Clock wires, drivers and flops:
Bar = 20 um.
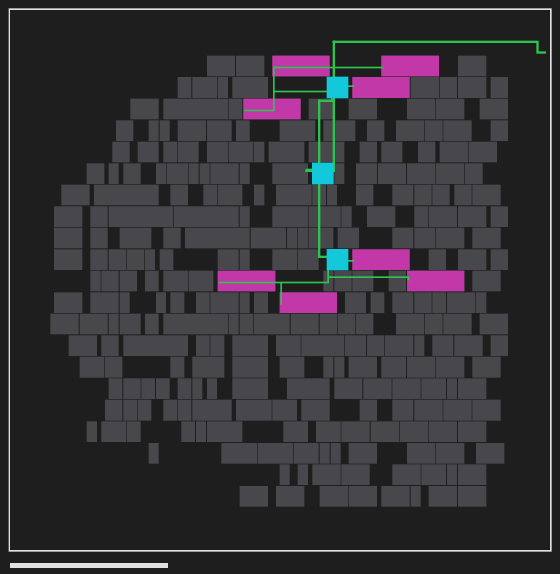
Routed metal, one color a layer:
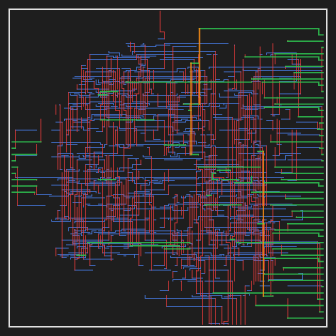
Track usage over the die:
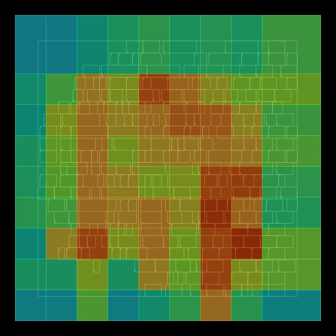
Met2 routing:
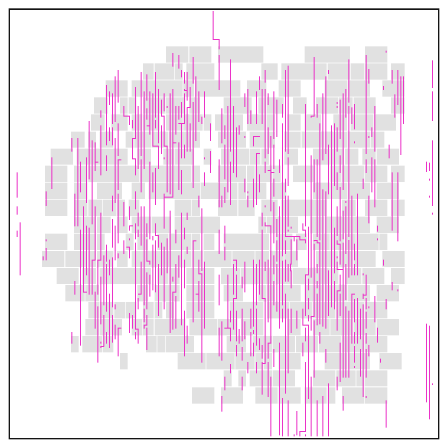
$ cat src/rtl/mem_arb_pkg.sv
// -----------------------------------------------------------------------------
// mem_arb_pkg
// Shared defaults and helpers for the memory round-robin arbiter.
//   DEF_DATA_WIDTH / DEF_MAX_ADDR / DEF_NUM_REQ : default configuration
//   next_ptr(idx, n)                            : (idx + 1) mod n
// -----------------------------------------------------------------------------
package mem_arb_pkg;

  localparam int unsigned DEF_DATA_WIDTH = 4;
  localparam int unsigned DEF_MAX_ADDR   = 8;
  localparam int unsigned DEF_NUM_REQ    = 4;

  function automatic int unsigned next_ptr(input int unsigned idx, input int unsigned n);
    return ((idx + 1) >= n) ? 0 : (idx + 1);
  endfunction

endpackage

$ cat src/rtl/rr_arbiter.sv
// -----------------------------------------------------------------------------
// rr_arbiter
// Combinational round-robin picker: grants the first set bit of req_i
// searching upward from ptr_i, wrapping modulo N.
// Ports:
//   req_i     [N-1:0] request vector
//   ptr_i     [W-1:0] search start index (must be < N)
//   gnt_o     [N-1:0] one-hot grant (zero when no request)
//   gnt_any_o         any grant issued
//   gnt_idx_o [W-1:0] index of the granted requester (0 when none)
// -----------------------------------------------------------------------------
module rr_arbiter #(
  parameter int unsigned N = 4,
  parameter int unsigned W = $clog2(N)
) (
  input  logic [N-1:0] req_i,
  input  logic [W-1:0] ptr_i,
  output logic [N-1:0] gnt_o,
  output logic         gnt_any_o,
  output logic [W-1:0] gnt_idx_o
);

  logic [W-1:0] idx;

  always_comb begin
    gnt_o     = '0;
    gnt_any_o = 1'b0;
    gnt_idx_o = '0;
    idx       = '0;
    for (int unsigned off = 0; off < N; off++) begin
      idx = W'((32'(ptr_i) + off) % N);
      if (!gnt_any_o && req_i[idx]) begin
        gnt_o[idx] = 1'b1;
        gnt_any_o  = 1'b1;
        gnt_idx_o  = idx;
      end
    end
  end

endmodule

$ cat src/rtl/mem_rr_arbiter.sv
// -----------------------------------------------------------------------------
// mem_rr_arbiter
// Shares one simple dual-port synchronous memory (1 write port, 1 read port,
// 1-cycle registered read) between NUM_REQ requesters using independent
// round-robin arbiters for reads and writes.
// Optional feature macro: MEM_ARB_BYPASS_EN
//   defined   : same-cycle read/write to the same address returns the new
//               write data (read-after-write) via a registered bypass.
//   undefined : read-before-write; rsp_data always follows mem_rd_data.
// Ports:
//   clk, rst          clock, synchronous active-high reset
//   req_valid/req_we  per-requester pending access and direction (1 = write)
//   req_addr/req_wdata packed per-requester address and write data
//   req_ready         grant; transfer completes on req_valid & req_ready
//   rsp_valid         one-hot owner of rsp_data this cycle
//   rsp_data          read return data (0 when rsp_valid is 0)
//   mem_*             memory port drive and returned read data
// -----------------------------------------------------------------------------
module mem_rr_arbiter
  import mem_arb_pkg::*;
#(
  parameter int unsigned DATA_WIDTH = DEF_DATA_WIDTH,
  parameter int unsigned MAX_ADDR   = DEF_MAX_ADDR,
  parameter int unsigned ADDRSIZE   = $clog2(MAX_ADDR),
  parameter int unsigned NUM_REQ    = DEF_NUM_REQ
) (
  input  logic                           clk,
  input  logic                           rst,
  input  logic [NUM_REQ-1:0]             req_valid,
  input  logic [NUM_REQ-1:0]             req_we,
  input  logic [NUM_REQ*ADDRSIZE-1:0]    req_addr,
  input  logic [NUM_REQ*DATA_WIDTH-1:0]  req_wdata,
  output logic [NUM_REQ-1:0]             req_ready,
  output logic [NUM_REQ-1:0]             rsp_valid,
  output logic [DATA_WIDTH-1:0]          rsp_data,
  output logic                           mem_rd_en,
  output logic [ADDRSIZE-1:0]            mem_rd_addr,
  output logic                           mem_wr_en,
  output logic [ADDRSIZE-1:0]            mem_wr_addr,
  output logic [DATA_WIDTH-1:0]          mem_wr_data,
  input  logic [DATA_WIDTH-1:0]          mem_rd_data
);

  localparam int unsigned PW = $clog2(NUM_REQ);

  logic [NUM_REQ-1:0] rd_req, wr_req;
  logic [NUM_REQ-1:0] rd_gnt_raw, wr_gnt_raw;
  logic [NUM_REQ-1:0] rd_gnt, wr_gnt;
  logic               rd_any_raw, wr_any_raw;
  logic               rd_any, wr_any;
  logic [PW-1:0]      rd_idx, wr_idx;

  logic [PW-1:0]      rd_ptr_q, rd_ptr_d;
  logic [PW-1:0]      wr_ptr_q, wr_ptr_d;
  logic [NUM_REQ-1:0] rsp_valid_q;

  assign rd_req = req_valid & ~req_we;
  assign wr_req = req_valid &  req_we;

  rr_arbiter #(.N(NUM_REQ), .W(PW)) u_rd_arb (
    .req_i     (rd_req),
    .ptr_i     (rd_ptr_q),
    .gnt_o     (rd_gnt_raw),
    .gnt_any_o (rd_any_raw),
    .gnt_idx_o (rd_idx)
  );

  rr_arbiter #(.N(NUM_REQ), .W(PW)) u_wr_arb (
    .req_i     (wr_req),
    .ptr_i     (wr_ptr_q),
    .gnt_o     (wr_gnt_raw),
    .gnt_any_o (wr_any_raw),
    .gnt_idx_o (wr_idx)
  );

  // Reset suppresses every grant, so nothing downstream sees a handshake.
  assign rd_gnt    = rst ? '0 : rd_gnt_raw;
  assign wr_gnt    = rst ? '0 : wr_gnt_raw;
  assign rd_any    = rd_any_raw & ~rst;
  assign wr_any    = wr_any_raw & ~rst;
  assign req_ready = rd_gnt | wr_gnt;

  // One-hot OR-mux of the winners' address/data onto the memory ports.
  always_comb begin
    mem_rd_en   = rd_any;
    mem_wr_en   = wr_any;
    mem_rd_addr = '0;
    mem_wr_addr = '0;
    mem_wr_data = '0;
    for (int unsigned i = 0; i < NUM_REQ; i++) begin
      if (rd_gnt[i]) mem_rd_addr = mem_rd_addr | req_addr[i*ADDRSIZE +: ADDRSIZE];
      if (wr_gnt[i]) begin
        mem_wr_addr = mem_wr_addr | req_addr[i*ADDRSIZE +: ADDRSIZE];
        mem_wr_data = mem_wr_data | req_wdata[i*DATA_WIDTH +: DATA_WIDTH];
      end
    end
  end

  always_comb begin
    rd_ptr_d = rd_ptr_q;
    wr_ptr_d = wr_ptr_q;
    if (rd_any) rd_ptr_d = PW'(next_ptr(32'(rd_idx), NUM_REQ));
    if (wr_any) wr_ptr_d = PW'(next_ptr(32'(wr_idx), NUM_REQ));
  end

  always_ff @(posedge clk) begin
    if (rst) begin
      rd_ptr_q    <= '0;
      wr_ptr_q    <= '0;
      rsp_valid_q <= '0;
    end else begin
      rd_ptr_q    <= rd_ptr_d;
      wr_ptr_q    <= wr_ptr_d;
      rsp_valid_q <= rd_gnt;
    end
  end

  // Output gated by rst so a read granted just before reset never responds.
  assign rsp_valid = rst ? '0 : rsp_valid_q;

`ifdef MEM_ARB_BYPASS_EN
  logic                  byp_q, byp_d;
  logic [DATA_WIDTH-1:0] byp_data_q, byp_data_d;

  always_comb begin
    byp_d      = rd_any && wr_any && (mem_rd_addr == mem_wr_addr);
    byp_data_d = byp_d ? mem_wr_data : byp_data_q;
  end

  always_ff @(posedge clk) begin
    if (rst) begin
      byp_q      <= 1'b0;
      byp_data_q <= '0;
    end else begin
      byp_q      <= byp_d;
      byp_data_q <= byp_data_d;
    end
  end

  assign rsp_data = (|rsp_valid) ? (byp_q ? byp_data_q : mem_rd_data) : '0;
`else
  assign rsp_data = (|rsp_valid) ? mem_rd_data : '0;
`endif

endmodule
$ cat config.mk
export PLATFORM = sky130hd
export DESIGN_NAME = mem_rr_arbiter
export DESIGN_NICKNAME = d
export VERILOG_FILES = /design/src/rtl/mem_arb_pkg.sv /design/src/rtl/rr_arbiter.sv /design/src/rtl/mem_rr_arbiter.sv
export SDC_FILE = /design/constraint.sdc
export NUM_CORES = 1
export LEC_CHECK = 0
export CORE_MARGIN = 5
export CORE_UTILIZATION = 47
export DETAILED_ROUTE_END_ITERATION = 6
export GPL_TIMING_DRIVEN = 0
export PLACE_DENSITY = 0.95
export SETUP_SLACK_MARGIN = 0.05
export SLEW_MARGIN = 25
export SYNTH_ARGS = -nofsm -noshare
export SYNTH_HDL_FRONTEND = slang
export SYNTH_SLANG_ARGS = --single-unit
export TNS_END_PERCENT = 1
$ cat constraint.sdc
create_clock -name clk -period 10 [get_ports clk]
set_clock_uncertainty 0.15 [all_clocks]
set_input_delay 1 -clock clk [delete_from_list [all_inputs] [get_ports clk]]
set_output_delay 1 -clock clk [all_outputs]
set_load 0.005 [all_outputs]
==> run notes <==
Numbers from the implementation run.

Yosys attributes the largest share of cell area to sky130_fd_sc_hd__ha_1 (12%), sky130_fd_sc_hd__dfxtp_1 (10%), sky130_fd_sc_hd__mux4_2 (9.9%), sky130_fd_sc_hd__nand2_1 (4.9%), sky130_fd_sc_hd__nor2b_1 (4.7%). After synthesis, the design contains approximately 200 cells according to Yosys. The largest area contributor in the synthesized netlist is sky130_fd_sc_hd__ha_1. Per the OpenROAD floorplan log, the area of the core is around 0.0033 mm^2. Synthesis handed over a netlist of a little over 200 instances. The family with the most delay on the worst path is buffers and inverters.

The number of max-cap violations is 0. Entering global routing, the biggest net connects 12 pins. The number of ports placed on the die boundary is between 60 and 70. The clock buffer instance count of the final layout is 3. The combinational power is roughly 450 uW. The net count of the finished layout is 330. The flow ran to the end, and the final reports show no timing, DRC or antenna violations.

The area of placed instances is approximately 0.0023 mm^2. The share of power burned in combinational logic is 84.1%. The sequential cell power is 59.9 uW. In this design, the stage delay of the slowest critical-path cell is around 0.61 ns.

The maximum resistive drop on vdd is approximately 0.1 mV. STA classifies the critical path endpoint as an output pin. The normalized max-slew margin is 56.7%. The maximum clock insertion buffer count is 2. Warnings raised by the tools during the run amount to 39. For this run, the register share of the synthesized area comes to around 10%. The count of inserted antenna diode cells is 0.

The first detailed-routing pass ran for 4 iterations. The final antenna-violating net count is 0. The layout report lists the multi-input gate area as between 0.001 and 0.0015 mm^2. The report lists the number of cells resized after CTS as 0. The report lists the power per cell area as 228 mW/mm^2. The worst slack after detailed placement is between 4 and 5 ns. Global routing finished with a remaining overflow of 0. The number of pins with negative max-slew slack in the final report is 0.

Post-CTS timing repair inserted 0 buffers for setup. The fraction of registers with async set or reset after synthesis is 0%. The largest fanout on the critical path is 10. The net count after synthesis is around 260. The final-layout non-clock buffer area share is slightly below 30%. Internal power comes to between 200 and 300 uW. The number of signal-net inverters in the final layout is 9. The primary flip-flop cell chosen by synthesis mapping is sky130_fd_sc_hd__dfxtp_1. For the pin with the worst max-slew slack, the measured transition is ~0.65 ns.

Buffers inserted to repair hold after CTS numbered 0. The total CTS buffers is 3. Setup slack on the critical path of the routed design comes to 4.67 ns. The storage element area is 160 um^2. The cell with the largest stage delay on the worst path is sky130_fd_sc_hd__mux4_2. Sequential cells make up under 10% of the cell area. The half-perimeter wire length after placement is roughly 4000 um. The last timing report of the flow puts the setup violation total at 0.

The worst setup path is launched from a flop. At the worst endpoint, the required time is 8.85 ns. The via count of the first global-routing pass came to approximately 1800.

Per report_power, the sequential group accounts for 11.3% of the total. Measured along the x axis, the die boundary spans 68.3 um. Counting the warning lines in the Yosys log gives 0. The via count normalized by instance count is 5.97. The total cell area reported by yosys after synthesis is roughly 0.0016 mm^2. After synthesis the netlist holds a flip-flop and latch count of 8.

The total negative setup slack is 0 ns. Looking at the clock tree report, the root buffer type is sky130_fd_sc_hd__clkbuf_4. The synthesized netlist occupies a cell area of approximately 0.0016 mm^2. The share of the clock period used by the worst path after layout is between 50 and 60%. Traced cell by cell, the critical path runs through buf_2, inv_1, ha_1, clkbuf_1, mux4_2, nor3_1, a221o_1, a22oi_1, a31oi_1, clkdlybuf4s50_1.

The count of buffers added on input and output ports is about 65. The average size of a mapped cell is roughly 8 um^2. Data arrives at the worst endpoint at approximately 4.2 ns.

The post-synth count of flops with an enable pin is 0. The CTS clock-pin slew for the worst setup and hold paths is around 0.050 ns. The buffering stage count on the worst path with inverters included is 4. The most frequently used library cell after synthesis is sky130_fd_sc_hd__nand2_1. The switching share of total power is 45.9%.

The post-route worst hold slack is ~0.47 ns. The initial cell density of the core is 48.2%. For this floorplan the total number of well-tap instances is approximately 46. The total non-filler cell area in the finished layout is about 0.0023 mm^2. Overall power consumption after layout is estimated at around 530 uW. For the finished layout, the period the worst path requires is between 5 and 6 ns.

Yosys mapped the design onto roughly 42 distinct sky130hd cell types. The clock network takes up less than 1% of total cell area after layout. Of the cells placed in the final design, the portion with a size suffix greater than 1 is around 7.0%.

According to the floorplan report, the die height is 68.3 um. After the flow finishes, the layout carries non-filler instances totaling 317. TritonCTS built the clock tree. The count of fill cells added during filler insertion is approximately 260. The final hold violation count recorded for this run is 0. The number of antenna violations at the first check in global routing was 0.

Per the CTS log, the maximum H-tree level is 1. The maximum clock rate is around 190 MHz. Non-clock buffers in the final layout number 74.

The proportion of netlist area held by the largest area contributor is around an eighth. In the final design, more cell area goes to combinational gates than to any other class. After detailed placement, the design holds a cell count of 314. The worst hold path belongs to the class flop to flop.

The first global-routing pass estimated 7940 um of wire. In this run the full chip footprint comes out at around 0.0047 mm^2. The area overhead of the layout relative to synthesis is 45.8%. The number of clock sinks is 8.

The largest power group is combinational logic. Multi-input logic gates represent a cell area share of 58.4%. The placer's final routability congestion estimate is 0.871.

Setup repair after global routing left no endpoint under its margin. The leakage power in the latest report is roughly 0.0009 uW. The count of flip-flops and latches is 8. The net switching power is about 240 uW. The DRC marker count from the first detailed-route iteration is about 130.

Counting instances in the post-synthesis netlist gives the leading cell types as sky130_fd_sc_hd__nand2_1 (21), sky130_fd_sc_hd__ha_1 (15), sky130_fd_sc_hd__nor2b_1 (12), sky130_fd_sc_hd__nor3_1 (12), sky130_fd_sc_hd__nand2b_1 (11). Row generation in the floorplan step produced 21 rows. The kind of critical path is flop to output pin.

The remaining design rule violation count is 0. about 180 cells are multi-input combinational gates.
Back to the opening pictures, 'clock wires, drivers and flops':
[clock wires] green | length: 141 um
[cells driving clock nets] cyan | count: 3
[flip-flops] magenta | count: 8
routed clock nets	4
power share of the clock group: 4.6%
power in the clock group: 24.4 uW
Skew-Pair Late Insertion Delay: 0.25 ns

Back to the opening pictures, 'routed metal, one color a layer':
layer	color	wire length
met1	blue	2190 um
met4	orange	67.3 um
met2	red	2300 um
met3	green	586 um
Detailed Route WL: 5150 um
drt wl/cell: 16.2 um
aggregate global-route resource usage: 21.8%
number of vias after detailed routing: 1893

Back to the opening pictures, 'track usage over the die':
routing usage on met3: 3.78%
grt peak-use layer: met2
final core utilization: 70.3%

Back to the opening pictures, 'met2 routing':
nets with wire on the layer	270
wire length on this layer	2300 um
global-route met2 utilization: 38.5%

[layer usage]
layer | vias to the layer above | share of wire [%] | GRT usage [%]
met1 | 869 | 43 | 26.8
met2 | 102 | 45 | 38.5
met3 | 7 | 11 | 3.78
met5 | - | 0 | 0
li1 | 915 | - | -
met4 | 0 | 1.3 | 6.20
[placed cells by master, fill, tap and decap left out, types with 7 or more instances in the layout]
master,Yosys,routed
sky130_fd_sc_hd__clkdlybuf4s50_1,0,65
sky130_fd_sc_hd__mux4_2,7,7
sky130_fd_sc_hd__nor2b_1,12,12
sky130_fd_sc_hd__nor2_1,8,8
sky130_fd_sc_hd__nand2_1,21,21
sky130_fd_sc_hd__nor3_1,12,12
sky130_fd_sc_hd__a21oi_1,8,8
sky130_fd_sc_hd__and2_1,8,8
sky130_fd_sc_hd__a22oi_1,9,9
sky130_fd_sc_hd__ha_1,15,15
sky130_fd_sc_hd__nand2b_1,11,11
sky130_fd_sc_hd__inv_1,8,8
sky130_fd_sc_hd__dfxtp_1,8,8
[kinds of logic (layout without fill, tap and decap cells)]
group                      count (synthesis)  after routing  share of synthesized area [%]
and+or+nand+nor                           83             83                           27.5
adders and majority gates                 15             15                           11.8
DFF                                        8              8                           10.0
xor gates and xnor gates                   3              3                           1.65
buffers and inverters                     18             86                           4.86
muxes                                     13             13                           13.7
AOI/OAI and AO/OA                         63             63                           30.5
[path summary, 6_finish.rpt]
kind	slack, ns	cells after the start	start	endpoint
hold / removal	0.47	2	rd_ptr_q[1]	rd_ptr_q[1]
setup reg to reg	6.56	8	rd_ptr_q[1]	rsp_valid_q[0]
setup / recovery	4.67	10	flop	mem_wr_addr[1]
hold reg to reg	0.47	2	rd_ptr_q[1]	rd_ptr_q[1]
No activity file was given, so power comes from the tool's default toggle rates.
